**config.mk**
```make
export PLATFORM = sky130hd
export DESIGN_NAME = pq_host_port
export DESIGN_NICKNAME = d
export VERILOG_FILES = /design/src/rtl/pq_pkg.sv /design/src/rtl/pq_return_pipe.sv /design/src/rtl/pq_host_port.sv
export SDC_FILE = /design/constraint.sdc
export NUM_CORES = 1
export LEC_CHECK = 0
export CORE_ASPECT_RATIO = 0.7
export CORE_MARGIN = 1
export CORE_UTILIZATION = 42
export DETAILED_ROUTE_END_ITERATION = 12
export MAX_ROUTING_LAYER = met4
export PLACE_DENSITY = 0.88
export REMOVE_ABC_BUFFERS = 1
export SETUP_SLACK_MARGIN = 0.5
export SYNTH_ARGS = -nofsm -noshare
export SYNTH_HDL_FRONTEND = slang
export SYNTH_SLANG_ARGS = --single-unit
```
**constraint.sdc**
```tcl
create_clock -name clk -period 4.3 [get_ports clk]
set_input_delay 1.29 -clock clk [delete_from_list [all_inputs] [get_ports clk]]
set_output_delay 1.29 -clock clk [all_outputs]
set_load 0.02 [all_outputs]
```
**src/rtl/pq_pkg.sv**
```systemverilog
// Shared types and defaults for the QuickQ host port and the control-node chain.
package pq_pkg;
  localparam int PQ_DATA_W = 16;

  typedef enum logic [1:0] {ST_IDLE, ST_GAP, ST_CLEAR} host_state_t;
  typedef enum logic [1:0] {OP_NONE, OP_ENQ, OP_DEQ, OP_CLR} pq_op_t;
endpackage

```
**src/rtl/pq_return_pipe.sv**
```systemverilog
// Tracks outstanding chain reads; strobe fires RD_LAT cycles after push_i.
module pq_return_pipe #(
  parameter int RD_LAT = 3
) (
  input  logic clk,
  input  logic reset_ni,
  input  logic push_i,
  input  logic kill_i,
  output logic strobe_o
);
  logic [RD_LAT-1:0] vld_pipe_q, vld_pipe_d;

  // kill also blocks the token being pushed in the same cycle
  always_comb begin
    vld_pipe_d = '0;
    if (!kill_i) begin
      vld_pipe_d[0] = push_i;
      for (int i = 1; i < RD_LAT; i++) vld_pipe_d[i] = vld_pipe_q[i-1];
    end
  end

  always_ff @(posedge clk or negedge reset_ni) begin
    if (!reset_ni) vld_pipe_q <= '0;
    else           vld_pipe_q <= vld_pipe_d;
  end

  assign strobe_o = vld_pipe_q[RD_LAT-1];
endmodule

```
**src/rtl/pq_host_port.sv**
```systemverilog
// Host-side initiator for the QuickQ node chain: arbitrates enq/deq/clear,
// enforces the command issue gap, tracks occupancy and captures read returns.
module pq_host_port
  import pq_pkg::*;
#(
  parameter int DATA_W    = PQ_DATA_W,
  parameter int DEPTH     = 64,
  parameter int ISSUE_GAP = 2,
  parameter int RD_LAT    = 3
) (
  input  logic                       clk,
  input  logic                       reset_ni,
  input  logic                       enq_valid_i,
  input  logic [DATA_W-1:0]          enq_data_i,
  output logic                       enq_ready_o,
  input  logic                       deq_req_i,
  output logic                       deq_ready_o,
  input  logic                       clear_i,
  output logic                       deq_valid_o,
  output logic [DATA_W-1:0]          deq_data_o,
  output logic                       write_o,
  output logic                       read_o,
  output logic                       reset_o,
  output logic [DATA_W-1:0]          wr_data_o,
  input  logic [DATA_W-1:0]          rd_data_i,
  output logic [$clog2(DEPTH+1)-1:0] count_o,
  output logic                       full_o,
  output logic                       empty_o
);
  localparam int CW = $clog2(DEPTH + 1);
  localparam int GW = (ISSUE_GAP > 1) ? $clog2(ISSUE_GAP) : 1;

  host_state_t       state_q, state_d;
  pq_op_t            op;
  logic [GW-1:0]     gap_q, gap_d;
  logic [CW-1:0]     count_q, count_d;
  logic [DATA_W-1:0] wr_data_q, wr_data_d;
  logic              write_q, write_d, read_q, read_d, reset_q, reset_d;
  logic              tie_enq_q, tie_enq_d;
  logic              run_q;
  logic              can_issue, enq_elig, deq_elig, tie, rd_strobe;

  assign full_o  = (count_q == CW'(DEPTH));
  assign empty_o = (count_q == '0);
  assign count_o = count_q;

  // run_q keeps the ready outputs low until the first edge after reset
  assign can_issue   = run_q && (state_q == ST_IDLE) && !clear_i;
  assign enq_elig    = can_issue && enq_valid_i && !full_o;
  assign deq_elig    = can_issue && deq_req_i && !empty_o;
  assign tie         = enq_elig && deq_elig;
  assign enq_ready_o = can_issue && !full_o  && !(tie && !tie_enq_q);
  assign deq_ready_o = can_issue && !empty_o && !(tie && tie_enq_q);

  always_comb begin
    op = OP_NONE;
    if (clear_i && state_q != ST_CLEAR)  op = OP_CLR;
    else if (enq_valid_i && enq_ready_o) op = OP_ENQ;
    else if (deq_req_i && deq_ready_o)   op = OP_DEQ;
  end

  always_comb begin
    state_d   = state_q;
    gap_d     = gap_q;
    count_d   = count_q;
    wr_data_d = wr_data_q;
    tie_enq_d = tie_enq_q;
    write_d   = 1'b0;
    read_d    = 1'b0;
    reset_d   = 1'b0;

    case (state_q)
      ST_GAP: begin
        gap_d = gap_q - GW'(1);
        if (gap_q <= GW'(1)) state_d = ST_IDLE;
      end
      ST_CLEAR: begin
        state_d = (ISSUE_GAP > 1) ? ST_GAP : ST_IDLE;
        gap_d   = GW'(ISSUE_GAP - 1);
      end
      default: ;
    endcase

    case (op)
      OP_ENQ, OP_DEQ: begin
        state_d = (ISSUE_GAP > 1) ? ST_GAP : ST_IDLE;
        gap_d   = GW'(ISSUE_GAP - 1);
        if (tie) tie_enq_d = (op == OP_DEQ);
        if (op == OP_ENQ) begin
          write_d   = 1'b1;
          wr_data_d = enq_data_i;
          count_d   = count_q + CW'(1);
        end else begin
          read_d  = 1'b1;
          count_d = count_q - CW'(1);
        end
      end
      OP_CLR: begin
        state_d = ST_CLEAR;
        reset_d = 1'b1;
        count_d = '0;
        gap_d   = '0;
      end
      default: ;
    endcase
  end

  always_ff @(posedge clk or negedge reset_ni) begin
    if (!reset_ni) begin
      state_q   <= ST_IDLE;
      gap_q     <= '0;
      count_q   <= '0;
      wr_data_q <= '0;
      tie_enq_q <= 1'b0;
      write_q   <= 1'b0;
      read_q    <= 1'b0;
      reset_q   <= 1'b0;
      run_q     <= 1'b0;
    end else begin
      state_q   <= state_d;
      gap_q     <= gap_d;
      count_q   <= count_d;
      wr_data_q <= wr_data_d;
      tie_enq_q <= tie_enq_d;
      write_q   <= write_d;
      read_q    <= read_d;
      reset_q   <= reset_d;
      run_q     <= 1'b1;
    end
  end

  assign write_o   = write_q;
  assign read_o    = read_q;
  assign reset_o   = reset_q;
  assign wr_data_o = wr_data_q;

  pq_return_pipe #(.RD_LAT(RD_LAT)) u_ret (
    .clk      (clk),
    .reset_ni (reset_ni),
    .push_i   (read_q),
    .kill_i   (op == OP_CLR),
    .strobe_o (rd_strobe)
  );

  assign deq_valid_o = rd_strobe;
  assign deq_data_o  = rd_strobe ? rd_data_i : '0;

  a_count_le_depth: assert property (@(posedge clk) disable iff (!reset_ni)
    count_q <= CW'(DEPTH));
endmodule

```
Figure 1. The clock network.
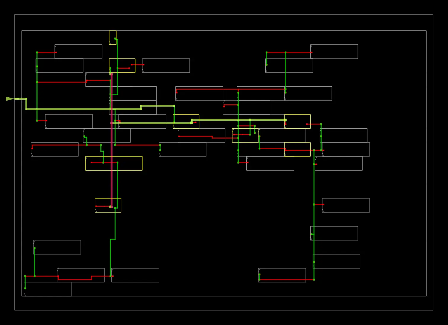
clock sink count: 33
P_clk: 297 µW
# clk buffers: 7

Figure 2. Metal 2.
Bar = 20 µm.
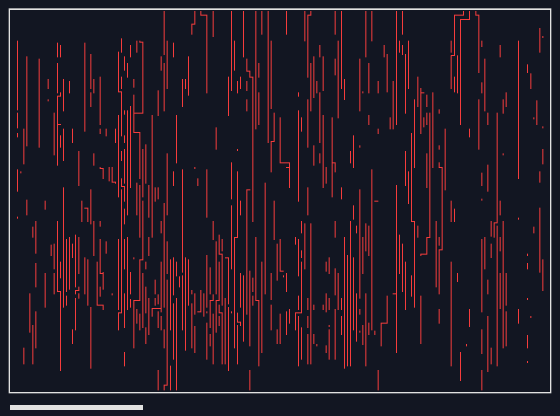
The wires run mostly vertical. The layer carries 2290 µm of wire.

Figure 3. Routed metal per tile.
Bar = 20 µm. The die is cut into 16 by 12 equal tiles; dark purple is low, yellow is high, scaled to the fullest tile. Values are wire area over tile area, all layers added.
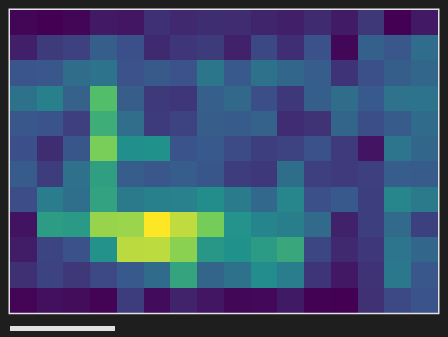
The mean over all tiles is 0.18. The densest ninth of the die: south. 5.2% of the tiles are nearly empty. The fullest tile reaches 0.63.

==> out/results.tsv <==
stage	metric	value	unit
yosys	synth_chip_area	1850	µm²
run	cap_violations	0	
drt	dr.pass1.iters	5	
cts	htree_levels	2	
placed_design	dp.cells	353	
worst_hold_path	worstHoldPathType	reg -> reg	
final_timing	relSlewSlack	60.2	%
final_timing	worstMarginPinSlew	591	ps
pwr	p_leak	0.00139	µW
worst_hold_path	hp-start	u_ret.vld_pipe_q[1]$_DFF_PN0_	
placed_design	placed_cell_area	2830	µm²
cells_and_area	final_nets	355	
drt	num_vias	1880	
setup_path	r2r_slack	1060	ps
setup_path	r2r-start	count_o[2]$_DFFE_PN0P_	
placed_design	dp_slack	42.0	ps
global_route	grt_max_degree	34	
setup_path	r2r-end	count_o[6]$_DFFE_PN0P_	
final_timing	clock.fmax	266	MHz
cts	clock_tree.buffer_depth	2	
cts	clk_pin_slew	60	ps
placed_design	port_buffers	83	
cells_and_area	layout-area-overhead-vs-synth	63.4	%
pwr	max-vdd-ir-drop	0.000522	V
setup_path	cp_slowest_cell	clkdlybuf4s50_1	
cts	numCtsBuffers	5	
final_timing	hold_viol	0	
setup_path	cp_common_cell	clkdlybuf4s50_1	
floorplan	die_x	81.3	µm
yosys	ys_seq_share	44.6	%
floorplan	fp-utilization	45.5	%
setup_path	cp.required	3010	ps
cells_and_area	fill_cells	312	
pwr	power_density	670	nW/µm²
global_route	grt_first_pass_wirelength	7.92	mm
yosys	yosysTopAreaCellShare	44.6	%
cells_and_area	mostFrequentLayoutCells	clkdlybuf4s50_1 (80), nand2_1 (60), dfrtp_1 (33)	
status	status	finished, final reports clean	
setup_path	worstRegToRegCells	11	
final_timing	min_period	3760	ps
setup_path	crit_path_max_incr_delay	590	ps
setup_path	critPathCaptureType	primary output	
yosys	syn_area	1850	µm²
yosys	synth-edff-count	0	
yosys	xor_area_share	0.947	%
yosys	area_leaders	dfrtp_1 (45%), nand2_1 (12%), and2_1 (6.8%)	
setup_path	cp_cell_sequence	clkdlybuf4s50_1 -> and2_1 -> clkdlybuf4s50_1	
floorplan	io_pins	84	
final_timing	setup_ws	544	ps
cells_and_area	diodes	0	
global_route	grt_usage	23.0	%
yosys	ys_warn_count	0	
drt	via_per_inst	5.15	
final_timing	setup_viol	0	
setup_path	setup.worst_path.start_class	input pin	
cells_and_area	lay_top_count	clkdlybuf4s50_1	
final_timing	finalCritPeriodShare	87.4	%
cells_and_area	fin_area	3020	µm²
cts	cts_root_buffer	clkbuf_8	
setup_path	path_max_fanout	1	
yosys	ys_top_logic_family	simple AND/OR/NAND/NOR gates	
yosys	synthCells	211	
final_timing	rsz0062_at_grt	yes	
placed_design	globalplace.congestion	1.00	
drt	drc	0	
yosys	simple_gate_area_share	29.3	%
yosys	ys_types	52	
final_timing	finClkSkew	3.84	ps
global_route	grt_pass1_vias	1694	
yosys	yosys-stat-cells	211	
setup_path	arrival	2470	ps
placed_design	place_hpwl	3.70	mm
drt	drtIter0Drc	111	
worst_hold_path	worstHoldPathCells	1	
yosys	synthFlopType	dfrtp_1	
cells_and_area	drive_above_1_share	15.0	%
global_route	antenna_found_initial	0	
yosys	async_flop_share	100	%
floorplan	die_area	4680	µm²
cells_and_area	fin_cells	365	
-- synthesized netlist by cell type (3+ instances only) --
cell,count
a21oi_1,3
and2_1,20
buf_2,5
clkbuf_1,3
dfrtp_1,33
ha_1,6
inv_1,8
mux2_2,3
nand2_1,60
nand2b_1,3
nand3_1,4
nor2_1,10
nor3_1,3
o211ai_1,3
o21ai_0,3
-- timing repair --
action / CTS / global route
pin swaps: 1 / 2
hold buffers: 0 / 0
setup endpoints to repair: 3 / 5
buffers inserted: 1 / 3
resized: 11 / 8
-- cell families after synthesis --
logic type | after synthesis
XOR/XNOR | 2
buffers and inverters | 18
adder cells (fa/ha/maj) | 6
flip-flops | 33
multiplexers | 4
other | 1
AND-OR/OR-AND | 34
AND/OR/NAND/NOR | 113
-- power breakdown --
group          internal (µW)  switching (µW)
registers                425             113
clock network            189             109
logic                    532             659
-- layer usage --
metal / track usage, % / up-vias / share of wire (%)
met3: 6.56 / 7 / 11
met5: - / - / 0
met2: 35.0 / 103 / 45
li1: - / 917 / -
met1: 30.4 / 853 / 43
met4: 5.10 / 0 / 1.2
-- worst max-delay path by stage --
stage                  startpoint                endpoint  slack, ps  cells after the start
CTS                     deq_req_i             deq_ready_o        520                      5
floorplan                 clear_i  count_o[6]$_DFFE_PN0P_       -400                     10
global route              clear_i  count_o[6]$_DFFE_PN0P_        400                     12
detailed placement        clear_i             deq_ready_o         40                      4
global placement          clear_i             deq_ready_o        140                      4
finish              rd_data_i[11]          deq_data_o[11]        540                      3
-- cell type report --
| type | count | area [µm²] | share of cell area, % |
|---|---|---|---|
| multi-input combinational | 160 | 1010 | 33.5 |
| clock inverter | 1 | 30.0 | 0.993 |
| timing repair buffer | 102 | 966 | 32.0 |
| tap | 52 | 65.1 | 2.15 |
| clock buffer | 7 | 86.3 | 2.86 |
| sequential | 33 | 826 | 27.3 |
| inverter | 10 | 37.5 | 1.24 |
-- stage by stage --
stage	utilization [%]	TNS, ps	hold slack (ps)
2_1_floorplan	-	-396	428
3_3_place_gp	69.6	0	430
3_5_place_dp	69.6	0	441
4_1_cts	72.9	0	456
5_1_grt	74.4	0	472
6_report	74.4	0	453
-- flip-flops by register name, summed over array words and instances, names as in the netlist --
name / count
count_o: 7
read_o: 1
reset_o: 1
run_q: 1
state_q: 2
tie_enq_q: 1
u_ret.vld_pipe_q: 3
wr_data_o: 16
write_o: 1
-- worst max-delay path, delay by kind of cell --
| kind | cells | cell delay (ps) |
|---|---|---|
| simple gates | 1 | 120 |
| buf+inv | 2 | 1060 |
Power and IR drop assume default switching activity.
